**Congestion heat map**

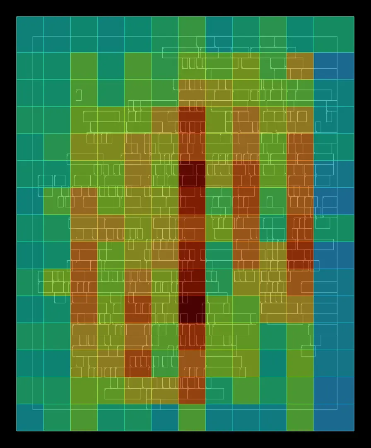
**Cell density map**

Scale bar: 20 um. The die is cut into 9 by 11 equal tiles; black is low, pale yellow is high, 0 to 100% covered.
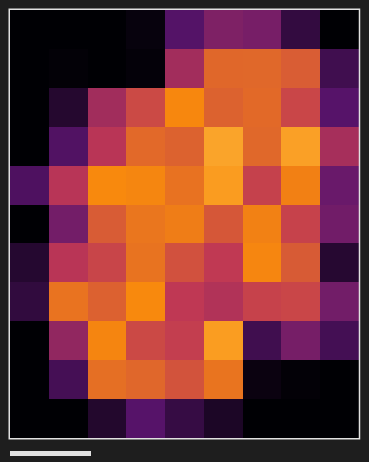
**Met2 routing**

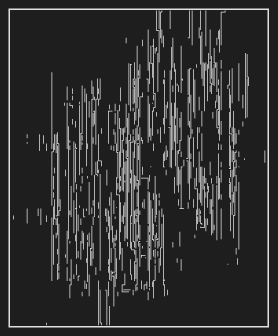
**Metal 1**

Scale bar: 20 um.
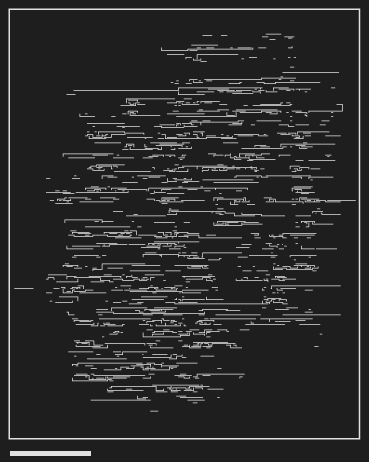
===== config.mk =====
export PLATFORM = sky130hd
export DESIGN_NAME = mareg_feeder_flat
export DESIGN_NICKNAME = d
export VERILOG_FILES = /design/src/rtl/mareg_feeder_if.sv /design/src/rtl/mareg_feeder.sv /design/src/flat_wrapper.sv
export SDC_FILE = /design/constraint.sdc
export NUM_CORES = 1
export LEC_CHECK = 0
export ABC_AREA = 1
export ABC_CLOCK_PERIOD_IN_PS = 1400
export CORE_ASPECT_RATIO = 1.25
export CORE_MARGIN = 4
export CORE_UTILIZATION = 35
export CTS_BUF_LIST = sky130_fd_sc_hd__clkbuf_8 sky130_fd_sc_hd__clkbuf_16
export CTS_CLUSTER_SIZE = 14
export DETAILED_ROUTE_END_ITERATION = 10
export GPL_ROUTABILITY_DRIVEN = 1
export SKIP_CTS_REPAIR_TIMING = 1
export SLEW_MARGIN = 20
export SYNTH_ARGS = -nofsm -noshare
export SYNTH_HDL_FRONTEND = slang
export SYNTH_SLANG_ARGS = --single-unit

===== constraint.sdc =====
create_clock -name clk -period 1.4 [get_ports clk]
set_input_delay 0.21 -clock clk [delete_from_list [all_inputs] [get_ports clk]]
set_output_delay 0.21 -clock clk [all_outputs]
set_load 0.03 [all_outputs]

===== src/rtl/mareg_feeder_if.sv =====
// ---------------------------------------------------------------------------
// mareg_feeder_if
//   Operand stream between the feeder (producer) and the mareg MAC register
//   (consumer). One (x, w) pair per cycle, framed by valid/last, with a
//   consumer-driven stall.
//   Signals:
//     out_x, out_w  OPW bits  operand pair, forced to 0 when out_valid=0
//     out_valid     1         pair is live
//     out_last      1         pair is the final one of the burst
//     stall         1         consumer not ready, producer holds its outputs
//   Modports:
//     master  producer side (drives operands, samples stall)
//     slave   consumer side (samples operands, drives stall)
// ---------------------------------------------------------------------------
interface mareg_feeder_if #(
    parameter int OPW = 2
) ();
    logic [OPW-1:0] out_x;
    logic [OPW-1:0] out_w;
    logic           out_valid;
    logic           out_last;
    logic           stall;

    modport master (
        output out_x,
        output out_w,
        output out_valid,
        output out_last,
        input  stall
    );

    modport slave (
        input  out_x,
        input  out_w,
        input  out_valid,
        input  out_last,
        output stall
    );
endinterface


===== src/rtl/mareg_feeder.sv =====
// ---------------------------------------------------------------------------
// mareg_feeder
//   Operand sequencer for a mareg MAC register. The host fills a DEPTH-entry
//   buffer of (x, w) pairs while the block is idle, then pulses start with a
//   burst length. The feeder streams the pairs one per cycle over the operand
//   interface, honours stall, and pulses done once the last pair is consumed.
//   Ports:
//     clk      rising-edge clock
//     rst      asynchronous active-high reset (clears state and buffer)
//     wr_en    buffer write strobe, honoured only while busy=0
//     wr_addr  buffer write address (AW bits)
//     wr_x     x operand to write (OPW bits)
//     wr_w     w operand to write (OPW bits)
//     start    begin a burst, sampled only in IDLE
//     len      burst length (AW+1 bits), saturated to DEPTH
//     op       operand stream, master side (out_x/out_w/out_valid/out_last, stall)
//     busy     registered, high whenever the FSM is not IDLE
//     done     registered one-cycle pulse at end of burst
// ---------------------------------------------------------------------------
module mareg_feeder #(
    parameter int mareg_input_width = 4,
    parameter int DEPTH             = 8,
    localparam int OPW              = mareg_input_width / 2,
    localparam int AW               = $clog2(DEPTH)
) (
    input  logic                 clk,
    input  logic                 rst,
    input  logic                 wr_en,
    input  logic [AW-1:0]        wr_addr,
    input  logic [OPW-1:0]       wr_x,
    input  logic [OPW-1:0]       wr_w,
    input  logic                 start,
    input  logic [AW:0]          len,
    mareg_feeder_if.master       op,
    output logic                 busy,
    output logic                 done
);

    localparam logic [AW:0] DEPTH_V = DEPTH[AW:0];

    typedef enum logic [1:0] {
        ST_IDLE   = 2'd0,
        ST_STREAM = 2'd1,
        ST_DONE   = 2'd2
    } state_t;

    state_t         state_r;
    logic [OPW-1:0] mem_x_r [DEPTH];
    logic [OPW-1:0] mem_w_r [DEPTH];
    logic [AW:0]    idx_r;
    logic [AW:0]    len_r;
    logic [AW:0]    len_sat_s;

    // Saturate the requested burst length to the buffer depth.
    always_comb begin
        len_sat_s = len;
        if (len > DEPTH_V) begin
            len_sat_s = DEPTH_V;
        end else begin
            len_sat_s = len;
        end
    end

    // Operand buffer: cleared on reset, writable only while idle.
    always_ff @(posedge clk or posedge rst) begin
        if (rst) begin
            for (int i = 0; i < DEPTH; i++) begin
                mem_x_r[i] <= {OPW{1'b0}};
                mem_w_r[i] <= {OPW{1'b0}};
            end
        end else if (wr_en && !busy) begin
            mem_x_r[wr_addr] <= wr_x;
            mem_w_r[wr_addr] <= wr_w;
        end
    end

    // Burst sequencer with registered stream outputs, busy and done.
    always_ff @(posedge clk or posedge rst) begin
        if (rst) begin
            state_r      <= ST_IDLE;
            idx_r        <= {(AW+1){1'b0}};
            len_r        <= {(AW+1){1'b0}};
            op.out_x     <= {OPW{1'b0}};
            op.out_w     <= {OPW{1'b0}};
            op.out_valid <= 1'b0;
            op.out_last  <= 1'b0;
            busy         <= 1'b0;
            done         <= 1'b0;
        end else begin
            case (state_r)
                ST_IDLE: begin
                    done <= 1'b0;
                    if (start) begin
                        busy <= 1'b1;
                        if (len == {(AW+1){1'b0}}) begin
                            // Empty burst: straight to the done pulse.
                            state_r <= ST_DONE;
                            done    <= 1'b1;
                        end else begin
                            state_r      <= ST_STREAM;
                            len_r        <= len_sat_s;
                            op.out_x     <= mem_x_r[0];
                            op.out_w     <= mem_w_r[0];
                            op.out_valid <= 1'b1;
                            op.out_last  <= (len_sat_s == {{AW{1'b0}}, 1'b1});
                            idx_r        <= {{AW{1'b0}}, 1'b1};
                        end
                    end
                end
                ST_STREAM: begin
                    if (!op.stall) begin
                        if (op.out_last) begin
                            // Final pair consumed: blank the bus so mareg adds nothing.
                            op.out_x     <= {OPW{1'b0}};
                            op.out_w     <= {OPW{1'b0}};
                            op.out_valid <= 1'b0;
                            op.out_last  <= 1'b0;
                            state_r      <= ST_DONE;
                            done         <= 1'b1;
                        end else begin
                            // idx_r only reaches L here while out_last is set, so
                            // the buffer is never read past L-1.
                            op.out_x    <= mem_x_r[idx_r[AW-1:0]];
                            op.out_w    <= mem_w_r[idx_r[AW-1:0]];
                            op.out_last <= (idx_r == (len_r - {{AW{1'b0}}, 1'b1}));
                            idx_r       <= idx_r + {{AW{1'b0}}, 1'b1};
                        end
                    end
                end
                ST_DONE: begin
                    state_r <= ST_IDLE;
                    done    <= 1'b0;
                    busy    <= 1'b0;
                end
                default: begin
                    state_r      <= ST_IDLE;
                    idx_r        <= {(AW+1){1'b0}};
                    len_r        <= {(AW+1){1'b0}};
                    op.out_x     <= {OPW{1'b0}};
                    op.out_w     <= {OPW{1'b0}};
                    op.out_valid <= 1'b0;
                    op.out_last  <= 1'b0;
                    busy         <= 1'b0;
                    done         <= 1'b0;
                end
            endcase
        end
    end

endmodule

===== src/flat_wrapper.sv =====
// flat-port wrapper written by rule: the top's interface ports become plain ports
module mareg_feeder_flat 
#(
    parameter int mareg_input_width = 4,
    parameter int DEPTH             = 8,
    localparam int OPW              = mareg_input_width / 2,
    localparam int AW               = $clog2(DEPTH)
)
  (clk, rst, wr_en, wr_addr, wr_x, wr_w, start, len, busy, done, op_out_x, op_out_w, op_out_valid, op_out_last, op_stall);
  mareg_feeder_if op_i ();
  input  logic clk;
  input  logic rst;
  input  logic wr_en;
  input  logic [AW-1:0] wr_addr;
  input  logic [OPW-1:0] wr_x;
  input  logic [OPW-1:0] wr_w;
  input  logic start;
  input  logic [AW:0] len;
  output logic busy;
  output logic done;
  output wire logic [$bits(op_i.out_x)-1:0] op_out_x;
  output wire logic [$bits(op_i.out_w)-1:0] op_out_w;
  output wire logic [$bits(op_i.out_valid)-1:0] op_out_valid;
  output wire logic [$bits(op_i.out_last)-1:0] op_out_last;
  input wire logic [$bits(op_i.stall)-1:0] op_stall;
  assign op_out_x = op_i.out_x;
  assign op_out_w = op_i.out_w;
  assign op_out_valid = op_i.out_valid;
  assign op_out_last = op_i.out_last;
  assign op_i.stall = op_stall;
  mareg_feeder #(.mareg_input_width(mareg_input_width), .DEPTH(DEPTH)) u_core (.clk(clk), .rst(rst), .wr_en(wr_en), .wr_addr(wr_addr), .wr_x(wr_x), .wr_w(wr_w), .start(start), .len(len), .op(op_i), .busy(busy), .done(done));
endmodule

==> impl_metrics.toml <==
# flow metrics
[power]
p_leak_uw = 0.00191
pwr-share-comb = 0.539
switching_share = 0.422
p_switching_uw = 2980
p_clk_frac = 0.118
p_int_uw = 4090
maxPowerGroup = "combinational logic"
powerSeq_uw = 2420
pg_clk_uw = 838
ir_drop_mv = 1.12
seq_power_share = 0.343
power.density_nw_per_um2 = 1980
comb_power_uw = 3810

[worst_hold_path]
hp-class = "in2async"

[worst_setup_path]
cp-start-kind = "flip-flop"
critPathLaunch = "u_core.idx_r[0]$_DFFE_PP0P_"
cp_cell_sequence = "buf_6, ha_2, or2_2, a21oi_2, nand2_1, nand2_1"
cp_top_family = "flip-flops"
worst_r2r_path_depth = 6
cp-endpoint = "u_core.idx_r[2]$_DFFE_PP0P_"
timing.rr.end = "u_core.idx_r[2]$_DFFE_PP0P_"
path_buffers = 1
crit_path_frequent_cell = "nand2_1"
critPathSlowestCell = "dfrtp_2"
critical_path_depth = 6
worstSetupEndpointType = "flip-flop"
r2r_start = "u_core.idx_r[0]$_DFFE_PP0P_"
critPathRequiredTime_ps = 1640
path_class = "reg2reg"
cp.arrival_ps = 1640
slowest_delay_ps = 480
path_max_fanout = 6
reg2reg_slack_ps = -1

[placement]
pre_cts_ws_ps = -208
port_buffers = 23
place_hpwl_mm = 4.60
gp_congestion = 0.765
placed_cells = 499

[final_timing]
setup_viol = 1
hold_violations = 0
finalMaxSlewViolations = 0
timing.final.ws_setup_ps = -1.14
finalClockPeriodUsage = 1.00
tightest_slew_ps = 330
finalClockSkew_ps = 6.19
fmax_mhz = 714
period_minus_slack_ps = 1400
grt_setup_unrepaired = "true"
slew_headroom = 0.780

[drt]
via_per_inst = 4.65
drt_iter0_drc = 161
top_layer = "met4"
met3_length_um = 217
drc_errors = 0
wl_met2_mm = 3.26
dr.pass1.iters = 4
wirelength_met1_mm = 2.75
ant_nets = 0
drt-wirelength-per-cell_um = 12.5

[finish]
num_antenna_cells = 0
clkCellAreaFrac = 0.0231
n_fill_cell = 726
final_cells = 510
logic_gate_count = 247
sh_comb_area = 0.381
inv_count = 60
buf_share = 0.146
area_growth_syn_to_layout_pct = 33.9
signal_buffers = 55
final_cell_mix = "nand2_1, inv_1, dfrtp_1"
sh_seq_area = 0.350
layout.area.comb_um2 = 1360
layout.nets = 440
top_area_cell_class = "logic gates"
layout.area.seq_um2 = 1250
final_common_cell = "nand2_1"
ff_count = 50
clock_buffers = 6
drive_gt1_frac = 0.249

[run_status]
status = "finished with violations"
violations = "negative setup slack"

[synthesis]
ys_cells = 363
synthSimpleGateAreaFrac = 0.314
ys.flops = 50
top_cell_area_share = 0.468
edf_count = 0
synth.distinct_cells = 24
flop_cell = "dfrtp_1"
synthArstFlopShare = 1.00
synth_seq_share = 0.468
compound_area_frac = 0.0814
ys_sh_adder = 0.0234
synthTopLogicFamily = "simple AND/OR/NAND/NOR gates"
fp_nets = 384
yosysWarnings = 0
synth-xor-area-share = 0.0126
synth.avg_cell_area_um2 = 7.37
mux_share = 0
ys_area_um2 = 2680
topCellsByArea = "dfrtp_1, nand2_1, inv_1"
yosysTopAreaCell = "dfrtp_1"
syn_area_um2 = 2680
top_cell = "nand2_1"
top_cells_by_count = "nand2_1, inv_1, dfrtp_1"
synthCells = 363

[clocking]
cts-root-buf = "clkbuf_8"
cts_tree = "built"
insertion_delay_ps = 300
numCtsBuffers = 5
cts.reportedPaths.clkPinSlew_ps = 90
cts.sinks = 50
cts_max_level = 2
cts_buffer_depth = 2

[flow_run]
warnings = 30
maxCapViolations = 0

[floorplan]
chipWidth_um = 86.2
tap_cells = 92
row_count = 35
fp.dieH_um = 106
dieArea_um2 = 9110
io_pins = 24

[global_routing]
antenna_found_initial = 0
grt_first_pass_wirelength_mm = 10.7
grtUsageTotal = 0.145
grt_pass1_vias = 2354
grt-ovfl-total = 0
grt_max_degree = 51
use_met3 = 0.0250
Back to the opening pictures, 'congestion heat map':
gr busiest metal: met2
met1 usage: 0.179
final cell utilization of the core: 0.484

Back to the opening pictures, 'cell density map':
4.0% of the tiles are over 75% full. The emptiest ninth of the die: top left. The densest ninth of the die: middle. The fullest tile reaches 80%. The mean over all tiles is 38%. 20% of the tiles are nearly empty.
Pre-Place Util: 0.361
core footprint: 7400 um^2

Back to the opening pictures, 'met2 routing':
The longest straight run is 37.7 um. 346 nets have wire on it.
routed wire length: 6.36 mm
met2 usage: 0.251
vias post-DR: 2,372

Back to the opening pictures, 'metal 1':
The layer holds 43% of the routed length. The wires run mostly horizontal. 404 nets have wire on it.

==> per-stage QoR <==
stage	utilization	hold WS, ps	total power, uW	setup TNS [ps]	instance area [um^2]
2_1_floorplan	-	252	4580	-0.0562	2690
3_3_place_gp	0.433	466	5560	-3790	3210
3_5_place_dp	0.433	466	5590	-5400	3210
4_1_cts	0.444	324	6440	-2650	3290
5_1_grt	0.484	367	7690	-791	3580
6_report	0.484	307	7080	-1.14	3580
==> flip-flops by register name, indices dropped and copies added, names as in the netlist <==
register	flops
u_core.len_r	4
u_core.op.out_valid	1
u_core.mem_w_r	16
u_core.mem_x_r	16
u_core.op.out_last	1
u_core.idx_r	4
u_core.op.out_x	2
u_core.done	1
u_core.state_r	2
u_core.op.out_w	2
u_core.busy	1
No activity file was given, so power comes from the tool's default toggle rates.
